Run 1, cell sizes after repair:
The bar under the picture is 20 um long.
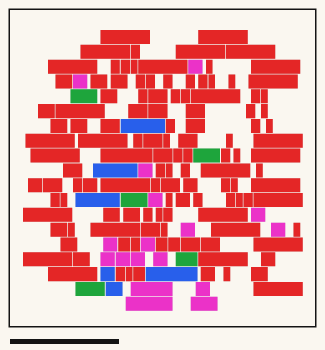
Run 1, pin placement:
The bar under the picture is 20 um long. Pins as bars across the die edge, other pins in grey.
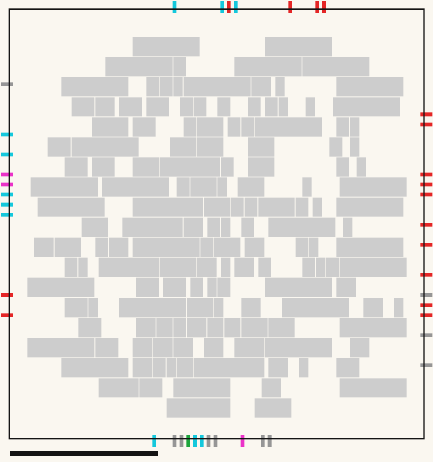
Run 1, metal 3:
The bar under the picture is 20 um long.
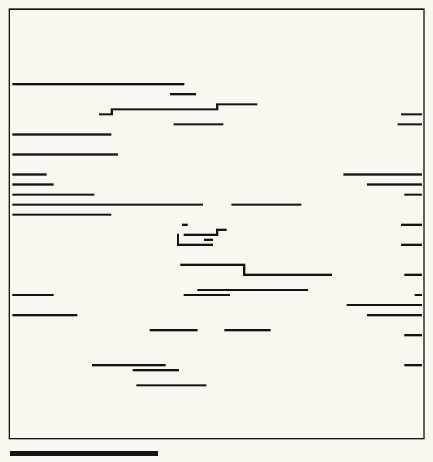
Design imm_prefix_gen, sky130hd; sources not shown.
==> out/notes.md, run 1 <==
The flow ran to the end, but the final reports show violations. The checks that failed: setup timing. The run gives 1590 um for the routed wire length on met2. The required time reported for the critical path endpoint was 1.05 ns; the global-route wire length before repair was 5620 um.

The register with the most flip-flops in the layout has 16 of them. The routed design shows a via density per instance of 6.54. In this run, power in flip-flops and latches comes to 910 uW.

The run gives 0.349 for the share of power burned in the clock network. The worst setup path is captured at a primary output. The placed cell area was 0.00159 mm^2. The multi-input gate count is 96. The logs give 1 for the number of buffers added for setup after CTS and 1 for the number of setup violations in the final report. The switching share of total power works out to 0.272.

TritonCTS built the clock tree. The fraction of power consumed by sequential logic was 0.527; the stage delay of the slowest cell on the critical path was 0.43 ns. For the insertion delay at the late pin of the worst-skew pair, the log shows 0.34 ns. The run gives 311 um for the wire length on met3. Timing would allow up to 645 MHz.

The largest share of the power goes to registers. For the count of instantiated cells in the yosys netlist, the log shows 141. The detailed router put a total of 1520 um of wire on met1. The total chip power came out at 1730 uW. With the count of standard-cell rows at 19, the number of cells on the critical path is 3. The post-synthesis compound-gate area fraction was 0.227; the well tap count was 31.

The floorplan step defined a core boundary enclosing 0.00266 mm^2. The flop and latch count out of synthesis is 30, and the routed length per instance is 19.2 um. The synthesized-area fraction occupied by adder cells came out at 0. For the number of sequential cells in the layout, the log shows 30. The run gives 0.124 as the combinational power share. The worst-case IR drop observed on VDD is 0.756 mV. Post-route clock skew: 0.00929 ns.

Among the non-sequential cells, AND-OR/OR-AND gates take the most area. Cell internal power was estimated by the tool at 1260 uW. The met3 layer usage reported by global route was 0.0960. After detailed routing, no signal wire sits above met4. A synthesized cell averages 10.9 um^2.

With the setup TNS at -0.0498 ns, the worst slack on hold paths is 0.0571 ns. The antenna diode count came out at 0. Hold buffer count at CTS: 0. The run gives 0.488 for the portion of synthesized cell area occupied by the leading cell type.

The tree is rooted in a sky130_fd_sc_hd__clkbuf_4. Yosys attributes the largest share of cell area to sky130_fd_sc_hd__dfrtp_1 49%, sky130_fd_sc_hd__mux2i_1 7.8%, sky130_fd_sc_hd__o21ai_0 6.8%. The number of flops mapped to enable cells by yosys came out at 0.

When the netlist entered floorplanning its net count stood at 162. For this design, the slowest cell found on the critical path is sky130_fd_sc_hd__dfrtp_2. The pre-CTS setup slack is -0.0317 ns, and the area reported by Yosys stat is 0.00154 mm^2. The run gives 181 for the post-route non-filler standard cell count. The number of maximum-capacitance violations recorded for the run is 0. For this run the detailed placement stage logged an HPWL of 2450 um. Leaving out the clock tree, the finished layout contains an inverter count of 5. The setup slack after layout is -0.0498 ns, and the leakage power figure is 0.000832 uW. The mapped netlist covers 0.00154 mm^2. The flip-flop cell with the highest count after synthesis was sky130_fd_sc_hd__dfrtp_1. Per the detail_route report, DRC violations left total 0.
## Picture notes: 'cell sizes after repair'
Magenta marks drive 3 to 4, cells 17, share 11%, most used buf_4. Green marks drive 6 and up, cells 5, share 3.3%, most used clkbuf_8. Red marks drive 1 or less, cells 122, share 81%, most used dfrtp_1. Blue marks drive 2, cells 6, share 4.0%, most used mux4_2.
Non-Clock Buffer Count: 11
post-route cell area: 0.00171 mm^2
slack of the critical path: -0.0498 ns
area grow syn2layout: 11.1%

## Picture notes: 'pin placement'
Green marks flush, pins 1, direction input, edge bottom. Magenta marks imm_op, pins 3, direction input, edge 2 left, 1 bottom. Cyan marks instr, pins 11, direction input, edge 5 left, 3 bottom, 3 top. Red marks imm, pins 16, direction output, edge 10 right, 4 top, 2 left.
die outline width: 56 um
height of the die: 58 um
Port Buffers: 0

## Picture notes: 'metal 3'
The wires run mostly horizontal. 35 nets have wire on it.
via total after detailed routing: 1184
total routed wirelength: 3470 um

-- run 1: cell usage in the layout (no fill, tap or decap), types with 5 or more instances in the layout --
cell	synthesis	final
sky130_fd_sc_hd__clkbuf_4	0	5
sky130_fd_sc_hd__nand2_1	14	14
sky130_fd_sc_hd__o21ai_0	21	15
sky130_fd_sc_hd__mux2i_1	12	12
sky130_fd_sc_hd__buf_4	6	9
sky130_fd_sc_hd__inv_1	5	5
sky130_fd_sc_hd__o21ai_1	0	6
sky130_fd_sc_hd__a21oi_1	8	8
sky130_fd_sc_hd__dfrtp_1	30	29
sky130_fd_sc_hd__a22o_1	11	11
Run 1, placement view:
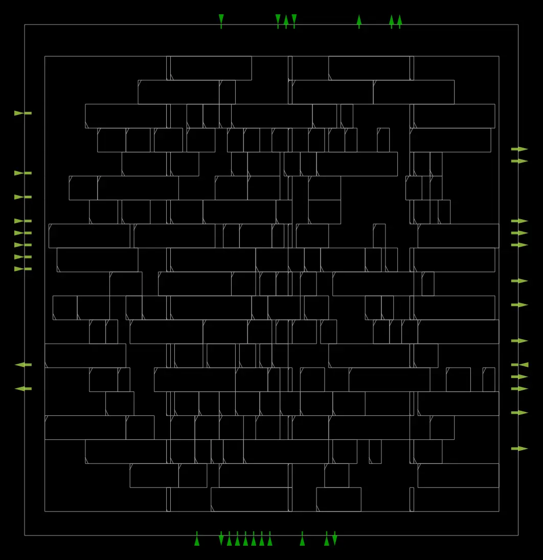

==> inputs of run 2 (changes only) <==
--- a/config.mk
+++ b/config.mk
@@ -13,6 +13,7 @@
 export DIE_AREA = 0 0 56 58
 export DONT_BUFFER_PORTS = 1
 export GPL_ROUTABILITY_DRIVEN = 0
+export GPL_TIMING_DRIVEN = 0
 export PLACE_DENSITY_LB_ADDON = 0.15
 export SLEW_MARGIN = 30
 export SYNTH_ARGS = -nofsm -noshare
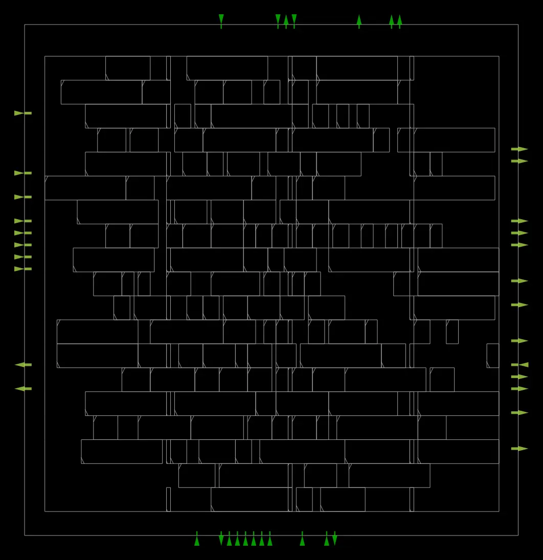
Run 2: placement view
fraction of standard cell area that is sequential: 0.419
number of well taps: 31
placeable core area: 0.00266 mm^2

==> run 2 against run 1 <==
Total power up 1.9%. The flow still finishes with violations (setup timing). Cell area grew 5.1%. Combinational power increased by about 20%. Clock power down 2%. First-iteration DRC count is 6.3% higher. Clock-buffer cell count unchanged. Critical path type is now reg2reg. Synthesized cell count unchanged. Area after synthesis unchanged. Sequential power about the same. Global-route usage grew 0.68 points. Register-to-register slack worse by 0.24 ns. Hold slack worse by 0.0020 ns.
==> out/notes.md, run 2 <==
The run finished, with violations left. The checks that failed: setup timing. Die boundary width: 56 um. The finished design was reported to have a net count of 173. The run gives 0.109 for the met3 layer usage reported by global route. Per the placement report, the placed cell count is 172. The post-synthesis cell type with the largest combined area is sky130_fd_sc_hd__dfrtp_1. STA classifies the critical path startpoint as a register. Post-synthesis cell type with the largest instance count: sky130_fd_sc_hd__dfrtp_1. With the post-route non-filler standard cell count at 184, the worst-case clock buffer depth is 2. The fraction of power consumed by sequential logic came out at 0.519. For the sequential group, total power comes out at 913 uW. According to the floorplan log, the row count is 19. The logs give 0.675 for the final core utilization and 255 uW for the reported combinational group power. The first global-routing pass estimated 5730 um of wire. The highest clock rate this design can be run at is 610 MHz.

Setup repair after global routing could not meet its margin everywhere. The run gives 16.8% for the area growth from synthesis to final layout. Per the OpenROAD timing report, the critical path contains 6 cells. Net switching power: 490 uW. The hold buffer count at CTS is 0. Yosys printed 0 warnings. The count of antenna-violating nets left after detailed routing came out at 0. The tally of max-capacitance violations is 0.

Overall power consumption after layout is estimated at 1760 uW. Required time reported for the critical path endpoint: 1.78 ns. Clock tree root buffer cell: sky130_fd_sc_hd__clkbuf_4. The number of global-route vias before repair is 1129, and the number of flops mapped to enable cells by yosys is 0. Of all power groups, the one with the highest power is registers. Dividing total power by cell area gives a power density of 979 mW/mm^2. The reg2reg setup slack is -0.14 ns. Per the timing report, the biggest fanout along the worst path comes to 8. With the share of power burned in the clock network at 0.336, the cell area after layout is 0.00180 mm^2. The placed instances occupy a cell area of 0.00159 mm^2.

For the insertion delay at the late pin of the worst-skew pair, the log shows 0.34 ns. When the netlist entered floorplanning its net count stood at 162. Clock network power: 591 uW.

The largest single stage delay on the critical path is 0.53 ns. For this run, the script counts the antenna cells in the layout as 0. The netlist area before placement is 0.00154 mm^2. The tightest hold path in the finished design has a slack of 0.0551 ns.

The run gives 201 as the count of filler cells inserted in the layout. The run gives 0.598 for the worst slew slack as a fraction of its limit. The run gives 0.602 ns for the pin slew with the least headroom to its limit. The area reported by Yosys stat was 0.00154 mm^2.

Data arrival time of the worst path: 1.92 ns. The synthesis report lists the most area-consuming cells as sky130_fd_sc_hd__dfrtp_1 49%, sky130_fd_sc_hd__mux2i_1 7.8%, sky130_fd_sc_hd__o21ai_0 6.8%. Summed over all nets, wire length on met2 after detailed routing comes to 1680 um.

Counting flops and latches in the post-synthesis netlist gives 30. Per the detail_route log, the uppermost layer with routed signals is met4. The setup slack after layout is -0.140 ns. The total number of vias is 1212, and the chip area is 0.00325 mm^2. The most common logic cells in the final layout are 29 x sky130_fd_sc_hd__dfrtp_1, 16 x sky130_fd_sc_hd__o21ai_1, 14 x sky130_fd_sc_hd__nand2_1, 12 x sky130_fd_sc_hd__mux2i_1, 11 x sky130_fd_sc_hd__a22o_1. Number of flip-flops in the largest register: 16. The switching share of total power came out at 0.279. The tool warning count for the run is 29. The run gives 0.145 for the combinational power share.

The detailed-route wire length on metal 1 was 1560 um. Dividing the detail-routed via count by the number of cells gives 6.59. The CTS clock-pin slew for the worst setup and hold paths is 0.09 ns, and the period utilization is 1.09. TritonCTS built the clock tree.

The first TritonRoute pass finished after 4 iterations. The flip-flop cell with the highest count after synthesis was sky130_fd_sc_hd__dfrtp_1. The slowest stage of the critical path belongs to the cell sky130_fd_sc_hd__dfrtp_2. The analysis attributes to cell leakage a power of 0.000859 uW. The setup TNS is -1.88 ns. The power report lists cell-internal power as 1270 uW. The number of setup violations in the final report is 22. The buffer_ports step reported a buffer count of 0. Kind of path behind the tightest hold check: in2async. The run gives 0.488 for the share of the yosys chip area belonging to registers. The ratio of cells with drive above 1 in the final layout works out to 0.255.

IR analysis of the VDD net gives a maximum drop of 0.727 mV. The CTS buffer count came out at 5. On the critical path the largest part of the delay comes from simple AND/OR/NAND/NOR gates.

The synthesized instance count is 141. Number of cells on the worst reg-to-reg path: 6. With the post-synthesis average cell area at 10.9 um^2, the wire length on met3 is 366 um. The die extent in y was 58 um; the count of instantiated cells in the yosys netlist was 141. Among logic cells in the layout, the one with the most instances is sky130_fd_sc_hd__dfrtp_1.

The first routing iteration left 67 violations. On the final layout, the worst clock skew is 0.00754 ns. For the HPWL after detailed placement, the log shows 2440 um. The pre-CTS setup slack is -0.175 ns. The element type at the critical path end was a register. The run gives 0.488 for the portion of synthesized cell area occupied by the leading cell type.

After detailed routing, the number of remaining DRC violations is 0.
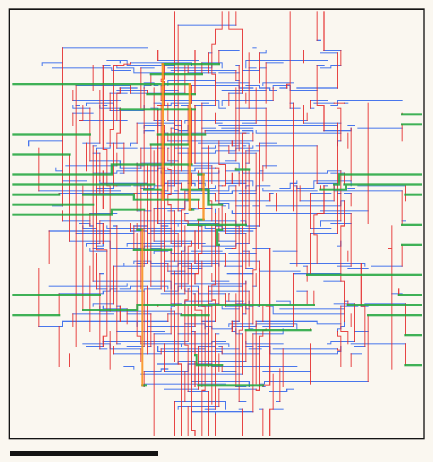
Run 2: wiring by layer
The bar under the picture is 20 um long.
Orange marks met4, wire length 62.6 um. Blue marks met1, wire length 1560 um. Red marks met2, wire length 1680 um. Green marks met3, wire length 366 um.
total routed wirelength: 3680 um
global-route usage over all layers: 0.233
final routed wire length divided by cell count: 20.0 um

run 2: cell counts after synthesis:
Identical to the previous run, type by type.
run 2: final cells by class:
type | instances | area (um^2) | share of cell area
clock buffer | 8 | 78.8 | 0.0439
tap | 31 | 38.8 | 0.0216
multi-input combinational | 97 | 797 | 0.444
buffer | 9 | 77.6 | 0.0432
timing repair buffer | 4 | 33.8 | 0.0188
inverter | 5 | 18.8 | 0.0104
sequential | 30 | 752 | 0.419
run 2: cell families (layout without fill, tap and decap cells):
kind of cell,Yosys count,after routing,synth area share
compound gates,53,53,0.227
buf+inv,15,26,0.0545
flops,30,30,0.488
mux,16,16,0.139
simple gates,27,28,0.0911
run 2: repair_timing:
item,CTS,global route
endpoints found under the setup margin,29,30
setup buffers,2,1
gates resized,23,12
pin swaps,13,6
gates cloned,1,1
Power and IR drop assume default switching activity.
